Register map, names as in the netlist:
Scale bar: 50 um.
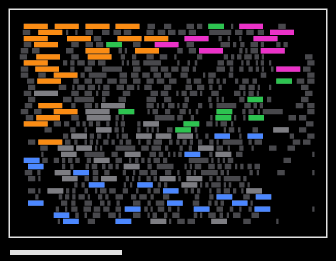
Track usage over the die:
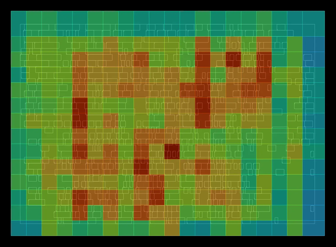
Cells coloured by class:
Scale bar: 50 um.
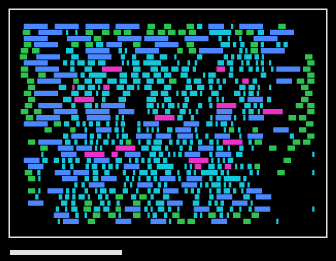
Logic cells by family:
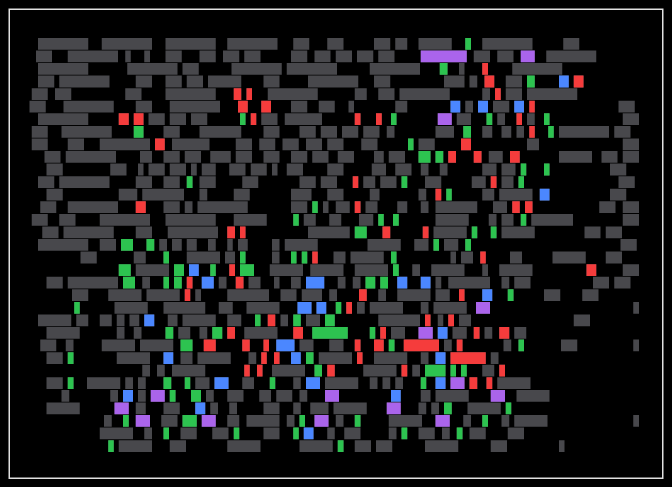
**src/rtl/gray_float_to_pixel.sv**
```systemverilog
// gray_float_to_pixel
//
// Return path of the edge-detection stream. Each accepted beat carries one
// IEEE-754 single-precision gray/edge value. It is truncated toward zero to an
// 8-bit unsigned value and packed as {footer, gray, gray, gray}. The footer
// byte is rebuilt from the per-pixel frame flags. A small frame tracker checks
// the framing and reports the pixel count of each completed frame.
//
// Build option: define GRAY_ABS_MAGNITUDE_EN to convert negative finite values
// as |x|, with -inf giving 255. This suits signed gradient outputs. Without the
// macro every negative value clamps to 0. NaN always gives 0.
//
// Ports:
//   clk, rst               clock, synchronous active-high reset
//   in_data_valid          input beat valid
//   ou_data_ready          input beat can be accepted (global pipeline enable)
//   in_float_pixel         IEEE-754 single gray value
//   in_first_frame         beat is the first pixel of a frame
//   in_pre_last            beat is the next-to-last pixel of a frame
//   in_last_frame          beat is the last pixel of a frame
//   ou_result_valid        output word valid
//   in_result_ready        downstream accepts the output word
//   ou_rgb_pixel           {footer[31:24], gray[23:16], gray[15:8], gray[7:0]}
//   ou_frame_error         sticky framing error, cleared only by rst
//   ou_frame_pixel_count   pixel count of the last completed frame

module gray_float_to_pixel #(
    parameter int COUNT_W = 20
) (
    input  logic               clk,
    input  logic               rst,
    input  logic               in_data_valid,
    output logic               ou_data_ready,
    input  logic [31:0]        in_float_pixel,
    input  logic               in_first_frame,
    input  logic               in_pre_last,
    input  logic               in_last_frame,
    output logic               ou_result_valid,
    input  logic               in_result_ready,
    output logic [31:0]        ou_rgb_pixel,
    output logic               ou_frame_error,
    output logic [COUNT_W-1:0] ou_frame_pixel_count
);

    localparam logic [0:0] IDLE   = 1'b0;
    localparam logic [0:0] ACTIVE = 1'b1;

    logic               en;
    logic               accept;

    logic               vld_p1;
    logic               sign_p1;
    logic [7:0]         exp_p1;
    logic [22:0]        man_p1;
    logic               first_p1;
    logic               pre_last_p1;
    logic               last_p1;

    logic [7:0]         gray_p1;
    logic [7:0]         footer_p1;

    logic [0:0]         state;
    logic [COUNT_W-1:0] count;
    logic [COUNT_W-1:0] count_inc;
    logic               prev_pre_last;

    // Truncating float -> 8-bit conversion with clamping and saturation.
    function automatic logic [7:0] to_gray(input logic s, input logic [7:0] e,
                                           input logic [22:0] m);
        logic [7:0]  res;
        logic [23:0] sig;
        logic        neg_clamp;
        logic [4:0]  sh;
`ifdef GRAY_ABS_MAGNITUDE_EN
        neg_clamp = 1'b0;
`else
        neg_clamp = s;
`endif
        res = 8'd0;
        sig = 24'd0;
        sh  = 5'd0;
        if (e == 8'd0) begin
            res = 8'd0;
        end else if (e == 8'hFF) begin
            res = (m != 23'd0 || neg_clamp) ? 8'd0 : 8'hFF;
        end else if (neg_clamp) begin
            res = 8'd0;
        end else if (e < 8'd127) begin
            res = 8'd0;
        end else if (e >= 8'd135) begin
            res = 8'hFF;
        end else begin
            // e is 127..134 here, so the shift is 23..16 and the integer
            // part of the significand always fits in 8 bits.
            sh  = 5'(8'd150 - e);
            sig = {1'b1, m} >> sh;
            res = sig[7:0];
        end
        return res;
    endfunction

    // Footer priority: last > pre_last > first.
    function automatic logic [7:0] to_footer(input logic first, input logic pre_last,
                                             input logic last);
        logic [7:0] res;
        if (last)          res = 8'd3;
        else if (pre_last) res = 8'd2;
        else if (first)    res = 8'd1;
        else               res = 8'd0;
        return res;
    endfunction

    // A full output stage that downstream is not taking freezes the pipeline.
    assign en            = !ou_result_valid || in_result_ready;
    assign ou_data_ready = en;
    assign accept        = in_data_valid && en;

    // ---- stage 1: decode ----
    always_ff @(posedge clk) begin
        if (en) begin
            sign_p1     <= in_float_pixel[31];
            exp_p1      <= in_float_pixel[30:23];
            man_p1      <= in_float_pixel[22:0];
            first_p1    <= in_first_frame;
            pre_last_p1 <= in_pre_last;
            last_p1     <= in_last_frame;
        end
    end

    assign gray_p1   = to_gray(sign_p1, exp_p1, man_p1);
    assign footer_p1 = to_footer(first_p1, pre_last_p1, last_p1);

    // ---- stage 2: convert and pack ----
    always_ff @(posedge clk) begin
        if (rst) begin
            vld_p1          <= 1'b0;
            ou_result_valid <= 1'b0;
            ou_rgb_pixel    <= 32'd0;
        end else if (en) begin
            vld_p1          <= in_data_valid;
            ou_result_valid <= vld_p1;
            ou_rgb_pixel    <= {footer_p1, gray_p1, gray_p1, gray_p1};
        end
    end

    assign count_inc = (count == {COUNT_W{1'b1}}) ? count : count + COUNT_W'(1);

    // Frame tracker, advanced on every accepted input beat.
    always_ff @(posedge clk) begin
        if (rst) begin
            state                <= IDLE;
            count                <= '0;
            prev_pre_last        <= 1'b0;
            ou_frame_error       <= 1'b0;
            ou_frame_pixel_count <= '0;
        end else if (accept) begin
            prev_pre_last <= in_pre_last;
            if (in_first_frame) begin
                // A first beat inside an open frame abandons that frame.
                if (state == ACTIVE) ou_frame_error <= 1'b1;
                if (in_last_frame) begin
                    ou_frame_pixel_count <= COUNT_W'(1);
                    state                <= IDLE;
                end else begin
                    count <= COUNT_W'(1);
                    state <= ACTIVE;
                end
            end else if (state == IDLE) begin
                ou_frame_error <= 1'b1;
            end else if (in_last_frame) begin
                ou_frame_pixel_count <= count_inc;
                state                <= IDLE;
                if (!prev_pre_last) ou_frame_error <= 1'b1;
            end else begin
                count <= count_inc;
            end
        end
    end

endmodule

```
**config.mk**
```make
export PLATFORM = sky130hd
export DESIGN_NAME = gray_float_to_pixel
export DESIGN_NICKNAME = d
export VERILOG_FILES = /design/src/rtl/gray_float_to_pixel.sv
export SDC_FILE = /design/constraint.sdc
export NUM_CORES = 1
export LEC_CHECK = 0
export CAP_MARGIN = 20
export CELL_PAD_IN_SITES_DETAIL_PLACEMENT = 1
export CELL_PAD_IN_SITES_GLOBAL_PLACEMENT = 1
export CORE_ASPECT_RATIO = 0.7
export CORE_MARGIN = 4
export CORE_UTILIZATION = 40
export DETAILED_ROUTE_END_ITERATION = 10
export PLACE_DENSITY = 0.86
export SETUP_SLACK_MARGIN = 0.3
export SLEW_MARGIN = 5
export SYNTH_ARGS = -nofsm -noshare
export SYNTH_HDL_FRONTEND = slang
export SYNTH_SLANG_ARGS = --single-unit
```
**constraint.sdc**
```tcl
create_clock -name clk -period 4.2 [get_ports clk]
set_clock_uncertainty 0.15 [all_clocks]
set_input_delay 0.42 -clock clk [delete_from_list [all_inputs] [get_ports clk]]
set_output_delay 0.42 -clock clk [all_outputs]
set_load 0.005 [all_outputs]
```
==> Changelog: implementation <==
## Flow update

* Status: complete, no violations
* Synth Area in Adders at between 1 and 1.5%
* Endpoint, Worst Hold: ou_frame_pixel_count[11]$_SDFFE_PP0P_
* Fmax at ~300 MHz
* Predominant post-synthesis flop cell: dfxtp_1
* Top class by area: combinational gates
* Core area at 11900 sq um
* Tap cell count at 157
* Max_slew headroom at 50.1%
* Leak at ~2.2 nW
* Via count at 4305
* Diodes inserted at 0
* Mux share at a little under an eighth
* Die X at approximately 140 um
* Power, Total at 2.11 mW
* Post-synth regs at about 90
* Area leader, netlist: dfxtp_1
* Clk_lat worst skew at 0.35 ns
* Reg power frac at between 40% and 50%
* OpenROAD warnings at 28
* Worst Setup SP: exp_p1[0]$_DFFE_PN_
* Max Slew Vio Count at 0
* Final Setup Violations at 0
* Yosys warning tally at 0
* M1 WL at about 7000 um
* Drt wl/cell at between 15 and 20 um
* Synth Seq Share at 43.4%
* Hold buffers post-CTS at 0
* Largest register FFs at 23
* Power Sequential at approximately 980 uW
* CTS H-tree depth at 3
* Fin Setup TNS at 0 ns
* Synth Area per Inst at 9.34 sq um
* Cell mode on critical path: mux2i_1
* Netlist cell types at 60
* Design area at 6070 sq um
* Signal buf overhead at between 10% and 20%
* Crit path max fanout at 17
* Post-synth EDFFs at 35
* Xor/xnor share at 3.03%
* Clk pwr share at 37.4%
* Mi-comb count at 378
* Bufs and invs on worst path at 2
* Post-cts resize count at 0
* Hold Path Cell Cnt at 2
* FF-to-FF End: ou_rgb_pixel[21]$_SDFFE_PP0N_
* Max-Cap Viols at 0
* Netlist Area Pre-Place at ~5000 sq um
* Setup crit start kind: register
* Vias per std cell at 5.76
* Share of cells above drive strength 1 at under 10%
* # clk buffers at 10
* Final hold violation count at 0
* Slowest Stage Delay on Critical Path at 0.63 ns
* Worst EP required at 4.29 ns
* Placed cell areas at between 5000 and 6000 sq um
* Gate Count Post-Synth at 531
* First-pass GRT wire length at between 20000 and 25000 um
* CP arrival at 3.37 ns
* Logic share of the area at 40.6%
* Reg clk slew, reported paths at 0.07 ns
* Wire length on met2 at around 6400 um
* ClkCell Share at 4.68%
* Final hold slack at 0.303 ns
* Post-CTS setup buffer count at 0
* Row count at 33
* Filler cells at 1356
* Setup slack, reg-to-reg at 0.92 ns
* Psw at 589 uW
* Routing usage on met3 at 4.86%
* Unrepaired setup endpoints after global routing: no
* Top sig layer: met4
* Initial antenna violation count at 0
* Biggest registers after layout: man_p1: 23 flops, count: 20 flops, ou_frame_pixel_count: 20 flops
About 'register map, names as in the netlist':
- blue: ou_frame_pixel_count (sequential cells 20)
- green: ou_rgb_pixel (sequential cells 10)
- orange: man_p1 (sequential cells 23; where top left)
- magenta: exp_p1 (sequential cells 8; where top right)
- not coloured: 29

About 'track usage over the die':
M2 GR Usage: 31.1%
Tot GR Track Use: 20.5%

About 'cells coloured by class':
- blue: registers (cells 90; share of their area 37%)
- green: remaining buffers and delay cells (cells 95; share of their area 16%)
- magenta: clock drivers and dummy loads (cells 16; share of their area 4.8%)
- cyan: remaining logic cells (cells 390; share of their area 43%)
flop share of the area: 35.4%
final core occ: 51.1%

About 'logic cells by family':
- purple: xor and xnor cells (cells 15)
- blue: and/or cells (cells 26)
- green: nand cells (cells 86)
- red: nor cells (cells 68)

Power is estimated from default activity; no workload was simulated.
